[config.mk]
export PLATFORM = sky130hd
export DESIGN_NAME = multicycle_control
export DESIGN_NICKNAME = d
export VERILOG_FILES = /design/src/rtl/ctrl_pkg.sv /design/src/rtl/opcode_class_dec.sv /design/src/rtl/multicycle_control.sv
export SDC_FILE = /design/constraint.sdc
export NUM_CORES = 1
export LEC_CHECK = 0
export CORE_ASPECT_RATIO = 1.2
export CORE_MARGIN = 4
export CORE_UTILIZATION = 42
export DETAILED_ROUTE_END_ITERATION = 8
export PLACE_DENSITY = 0.88
export SYNTH_ARGS = -nofsm -noshare
export SYNTH_HDL_FRONTEND = slang
export SYNTH_HIERARCHICAL = 1
export SYNTH_SLANG_ARGS = --single-unit
[constraint.sdc]
create_clock -name clk -period 4.4 [get_ports clk]
set_input_delay 1.1 -clock clk [delete_from_list [all_inputs] [get_ports clk]]
set_output_delay 1.1 -clock clk [all_outputs]
set_load 0.03 [all_outputs]
[src/rtl/ctrl_pkg.sv]
// ----------------------------------------------------------------------------
// ctrl_pkg
//   Shared definitions for the multi-cycle RV32I-subset control path:
//   opcode constants, immediate-format select encodings, sequencer state
//   encodings and the one-hot instruction class produced by opcode_class_dec.
//   No ports (package).
// ----------------------------------------------------------------------------
package ctrl_pkg;

    // Major opcodes (instr[6:0]) of the supported instruction classes
    localparam logic [6:0] OP_R      = 7'b0110011;
    localparam logic [6:0] OP_I      = 7'b0010011;
    localparam logic [6:0] OP_LOAD   = 7'b0000011;
    localparam logic [6:0] OP_STORE  = 7'b0100011;
    localparam logic [6:0] OP_BRANCH = 7'b1100011;

    // Immediate generator format select
    localparam logic [1:0] IMM_I   = 2'b00;
    localparam logic [1:0] IMM_S   = 2'b01;
    localparam logic [1:0] IMM_B   = 2'b10;
    localparam logic [1:0] IMM_RSV = 2'b11;

    // Sequencer states; the numeric values are visible on the debug port
    typedef enum logic [2:0] {
        S_IDLE      = 3'd0,
        S_FETCH     = 3'd1,
        S_DECODE    = 3'd2,
        S_EXEC      = 3'd3,
        S_MEM       = 3'd4,
        S_WRITEBACK = 3'd5
    } state_t;

    // One-hot instruction class
    typedef struct packed {
        logic r;
        logic i;
        logic ld;
        logic st;
        logic br;
        logic illegal;
    } op_class_t;

    // Immediate format used by a class; R-type has no immediate and gets 00
    function automatic logic [1:0] imm_sel_for(input op_class_t cls);
        logic [1:0] sel;
        sel = IMM_I;
        if (cls.st) sel = IMM_S;
        if (cls.br) sel = IMM_B;
        return sel;
    endfunction

endpackage

[src/rtl/opcode_class_dec.sv]
// ----------------------------------------------------------------------------
// opcode_class_dec
//   Purely combinational classifier: maps a 7-bit major opcode onto a one-hot
//   {r, i, ld, st, br, illegal} class vector. Anything outside the supported
//   subset is flagged illegal.
// Ports
//   op   in   7   major opcode
//   cls  out  6   one-hot class (op_class_t)
// ----------------------------------------------------------------------------
module opcode_class_dec
    import ctrl_pkg::*;
(
    input  logic [6:0] op,
    output op_class_t  cls
);

    always_comb begin
        cls = '0;
        case (op)
            OP_R:      cls.r  = 1'b1;
            OP_I:      cls.i  = 1'b1;
            OP_LOAD:   cls.ld = 1'b1;
            OP_STORE:  cls.st = 1'b1;
            OP_BRANCH: cls.br = 1'b1;
            default:   cls.illegal = 1'b1;
        endcase
    end

endmodule

[src/rtl/multicycle_control.sv]
// ----------------------------------------------------------------------------
// multicycle_control
//   Multi-cycle sequencer for the RV32I-subset datapath (R, I-ALU, load,
//   store, branch). Each instruction is split into FETCH / DECODE / EXEC /
//   MEM / WRITEBACK cycles; MEM stretches until the data RAM reports ready.
// Ports
//   clk      in   1        clock, rising edge
//   rst      in   1        asynchronous active-high reset (to IDLE)
//   OPCode   in   7        instr[6:0] from the instruction register
//   Zero     in   1        ALU zero flag, used in EXEC of a branch
//   ram_rdy  in   1        data RAM done, sampled only in MEM
//   PCEn     out  1        PC load enable
//   PCsrc    out  1        0: PC+4, 1: branch target
//   IREn     out  1        instruction register / old-PC load enable
//   EnW      out  1        register-file write enable
//   IMMSel   out  2        immediate format (00 I, 01 S, 10 B)
//   ALUsrc   out  1        0: rs2, 1: immediate
//   RAMW     out  1        data RAM write strobe
//   RAMR     out  1        data RAM read strobe
//   WB       out  1        writeback select, 1: RAM read data
//   illegal  out  1        pulse in DECODE for an unsupported opcode
//   retire   out  1        pulse in the last cycle of each legal instruction
//   state_o  out  STATE_W  current state (debug)
// ----------------------------------------------------------------------------
module multicycle_control
    import ctrl_pkg::*;
#(
    parameter int STATE_W = 3
) (
    input  logic               clk,
    input  logic               rst,
    input  logic [6:0]         OPCode,
    input  logic               Zero,
    input  logic               ram_rdy,
    output logic               PCEn,
    output logic               PCsrc,
    output logic               IREn,
    output logic               EnW,
    output logic [1:0]         IMMSel,
    output logic               ALUsrc,
    output logic               RAMW,
    output logic               RAMR,
    output logic               WB,
    output logic               illegal,
    output logic               retire,
    output logic [STATE_W-1:0] state_o
);

    state_t     state;
    state_t     state_next;
    logic [6:0] op_q;
    logic [6:0] dec_op;
    op_class_t  cls;

    // During DECODE the opcode is not yet in op_q, so classify the live
    // input; afterwards the latched copy is authoritative even if the
    // instruction-register output moves.
    assign dec_op = (state == S_DECODE) ? OPCode : op_q;

    opcode_class_dec u_dec (
        .op  (dec_op),
        .cls (cls)
    );

    assign state_o = STATE_W'(state);

    // State register; reset abandons any in-flight instruction immediately
    always_ff @(posedge clk or posedge rst) begin
        if (rst) begin
            state <= S_IDLE;
        end else begin
            state <= state_next;
        end
    end

    // Opcode capture for the rest of the instruction
    always_ff @(posedge clk or posedge rst) begin
        if (rst) begin
            op_q <= '0;
        end else if (state == S_DECODE) begin
            op_q <= OPCode;
        end
    end

    // Next-state and control decode. Operand selects (ALUsrc/IMMSel) are
    // regenerated from op_q in MEM and WRITEBACK so they stay stable for
    // the whole instruction. Unused encodings fall back to IDLE.
    always_comb begin
        state_next = S_IDLE;
        PCEn       = 1'b0;
        PCsrc      = 1'b0;
        IREn       = 1'b0;
        EnW        = 1'b0;
        IMMSel     = IMM_I;
        ALUsrc     = 1'b0;
        RAMW       = 1'b0;
        RAMR       = 1'b0;
        WB         = 1'b0;
        illegal    = 1'b0;
        retire     = 1'b0;

        case (state)
            S_IDLE: begin
                state_next = S_FETCH;
            end

            S_FETCH: begin
                IREn       = 1'b1;
                PCEn       = 1'b1;
                state_next = S_DECODE;
            end

            S_DECODE: begin
                if (cls.illegal) begin
                    illegal    = 1'b1;
                    state_next = S_FETCH;
                end else begin
                    state_next = S_EXEC;
                end
            end

            S_EXEC: begin
                ALUsrc = cls.i | cls.ld | cls.st;
                IMMSel = imm_sel_for(cls);
                if (cls.br) begin
                    // PC+imm is taken only when the comparison came out equal
                    PCsrc      = 1'b1;
                    PCEn       = Zero;
                    retire     = 1'b1;
                    state_next = S_FETCH;
                end else if (cls.ld | cls.st) begin
                    state_next = S_MEM;
                end else if (cls.r | cls.i) begin
                    state_next = S_WRITEBACK;
                end else begin
                    state_next = S_FETCH;
                end
            end

            S_MEM: begin
                ALUsrc = 1'b1;
                IMMSel = imm_sel_for(cls);
                RAMR   = cls.ld;
                RAMW   = cls.st;
                if (ram_rdy) begin
                    if (cls.ld) begin
                        state_next = S_WRITEBACK;
                    end else begin
                        retire     = cls.st;
                        state_next = S_FETCH;
                    end
                end else begin
                    state_next = S_MEM;
                end
            end

            S_WRITEBACK: begin
                ALUsrc     = cls.i | cls.ld;
                IMMSel     = imm_sel_for(cls);
                EnW        = 1'b1;
                retire     = 1'b1;
                WB         = cls.ld;
                state_next = S_FETCH;
            end

            default: begin
                state_next = S_IDLE;
            end
        endcase
    end

endmodule
==> impl_metrics.toml <==
# yosys + openroad results
[cells_and_area]
finalCoreUtilization_pct = 68.12
comb_area_um2 = 389.1
fin_area_um2 = 997.2
seq_area_um2 = 250.2
num-fill-cells = 106
layout_overhead_on_the_synthesized_area_pct = 50.09

[clocking]
clock-sinks = 10
cts-htree-levels = 1
worst_setup_hold_path_clk_slew_ns = 0.06
count_of_buffers_added_by_post_cts_timing_repair_for_setup = 0
cts_hold_buf = 0
cts_max_path_buffers = 2
clock_insertion_delay_worst_skew_ns = 0.27

[route]
avgViaCountPerCell = 5.405
first_iter_violations = 8
num_vias = 600
drt.antenna.violating_nets = 0
post_drt_wl_per_cell_um = 14.41

[synthesis]
yosys-mux-area-fraction_pct = 11.86
ys_top_cells_by_count = "sky130_fd_sc_hd__dfrtp_1, sky130_fd_sc_hd__mux2_2, sky130_fd_sc_hd__inv_1"
yosysMostFrequentCell = "sky130_fd_sc_hd__dfrtp_1"
synth_adder_area_share_pct = 0
xor_share_pct = 0
enable_flop_cells = 0
syn_area_per_cell_um2 = 10.89
largest_type_area_fraction_pct = 37.66
synth_cell_type_count = 34
simple_gate_area_share_pct = 35.40
ys_warn_count = 6
syn_area_um2 = 664.4
yosys_area_um2 = 664.4
ys_seq_share_pct = 37.66
postSynthRegisterBits = 10
synth.comb.largest_family = "simple AND/OR/NAND/NOR gates"
synthAoiAreaFrac_pct = 11.30
syn_nets = 72
yosys_most_used_dff = "sky130_fd_sc_hd__dfrtp_1"
post_synth_main_area_contributors = "sky130_fd_sc_hd__dfrtp_1, sky130_fd_sc_hd__mux2_2, sky130_fd_sc_hd__nand4bb_4"

[grt]
initial_antenna_violation_count = 0
grt-ovfl-total = 0
via_count_of_the_first_global_routing_pass = 612
groute.usage.overall_pct = 16.81
grt_pass1_wl_um = 2835

[worst_setup_path]
worst_path_largest_cell_delay_ns = 0.67
maximum_fanout_encountered_on_the_critical_timing_path = 3
critPathTopFamily = "buffers and inverters"
worst-setup-path-type = "in2out"
cp_data_arrival_time_ns = 3.22
crit_path_start = "OPCode[2]"
worst-endpoint-required_ns = 3.30
ff2ff_path_depth = 7
worstReg2RegEnd = "state_o[2]"
crit_slowest_cell = "sky130_fd_sc_hd__clkdlybuf4s50_1"
ff2ff_setup_slack_ns = 1.86
worst_setup_path_endpoint = "RAMW"
crit_cells = 6
critical_path.most_common_cell = "sky130_fd_sc_hd__clkdlybuf4s50_1"
timing.critical_path.cells = "clkdlybuf4s50_1 -> mux2_2 -> and4bb_1 -> and3_2 -> and4bb_2 -> clkdlybuf4s50_1"
crit_path_end_kind = "output port"

[floorplan]
die_y_um = 51.57
initCoreUtil_pct = 45.38
ioPinCount = 26
chipWidth_um = 44.31
die_area_um2 = 2285

[sta]
skew_ns = 0.009575
maxClockFrequency_mhz = 231.6
worst_slew_pin_slew_ns = 0.4395
final_worst_path_period_share_pct = 98.12
setup_total_neg_slack_ns = 0
timing.final.ws_setup_ns = 0.08293
smallest_hold_slack_ns = 0.5128
report.final.hold_viol_count = 0
finalSetupViolCount = 0
post-route-min-period_ns = 4.317

[worst_hold_path]
whs_endpoint = "op_q[3]"
worstHoldStart = "op_q[3]"

[job]
openroad.warnings = 26

[power]
leakage_nw = 0.5111
power.ir.vdd_worst_v = 0.0002348
power.share.combinational_pct = 28.0
netSwitchingPower_w = 0.00006411
p_int_w = 0.0001676

[placement]
placement.io_buffers = 25
dpl_wire_length_um = 1267
routability_congestion_estimate_from_global_placement = 0.7895

[status]
status = "finished, final reports clean"
==> per-layer routing <==
layer  up-vias  part of all wire, %  routed length (µm)  track usage (%)
met1       289                   42                 664            18.82
li1        294                    -                   -                -
met4         0                  1.4                  22            7.035
met5         -                    0                   0                0
met3         2                  5.2                  83            5.190
met2        15                   52                 829            28.88
==> power groups by stage <==
| stage | Clock [W] | Combinational [W] | Sequential (W) |
|---|---|---|---|
| 6_report | 0.0000611 | 0.0000648 | 0.000106 |
| 5_1_grt | 0.0000703 | 0.0000707 | 0.000107 |
| 4_1_cts | 0.0000634 | 0.0000653 | 0.000106 |
| 3_5_place_dp | 0 | 0.0000649 | 0.000108 |
| 3_3_place_gp | 0 | 0.0000633 | 0.000107 |
| 2_1_floorplan | 0 | 0.0000396 | 0.000108 |
==> registers in the layout (all words and copies together) (netlist names) <==
register / flops
op_q: 7
state_o: 3
==> cell type report <==
cell class	instances	share of cell area (%)
clock buffers	3	2.258
inverters	4	1.506
multi-input cells	45	39.02
flip-flops and latches	10	25.09
well taps	17	2.133
repair buffers	32	29.99
==> layout by cell type, fill, tap and decap left out, types with 2 or more instances in the layout <==
cell and n:
sky130_fd_sc_hd__nand2b_1 2, sky130_fd_sc_hd__dlymetal6s2s_1 3, sky130_fd_sc_hd__nor3_1 3, sky130_fd_sc_hd__dfrtp_1 10
sky130_fd_sc_hd__nor3b_1 2, sky130_fd_sc_hd__buf_4 11, sky130_fd_sc_hd__and3_2 2, sky130_fd_sc_hd__inv_1 4
sky130_fd_sc_hd__clkbuf_4 3, sky130_fd_sc_hd__nor4_1 2, sky130_fd_sc_hd__clkdlybuf4s50_1 17, sky130_fd_sc_hd__a21o_1 2
sky130_fd_sc_hd__nor2_1 2, sky130_fd_sc_hd__nor2b_1 2, sky130_fd_sc_hd__mux2_2 7
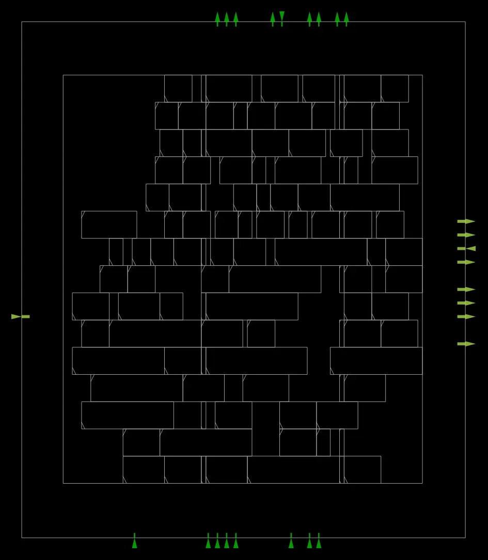
*Cell placement*
flop share of the area: 25.09%
Core Box Area: 1464 µm²
total number of placement rows: 15

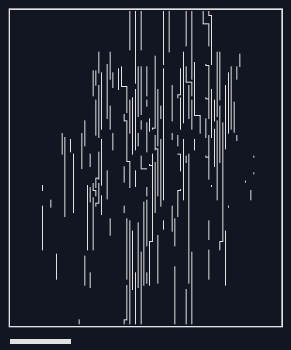
*M2 wires*
The bar under the picture is 10 µm long.
wire length on this layer: 829 µm
main direction: vertical
share of all routed wire: 52%
nets with wire on the layer: 90
total length of routed wires: 1599 µm
global-route track usage on met2: 28.88%

Power and IR drop assume default switching activity.
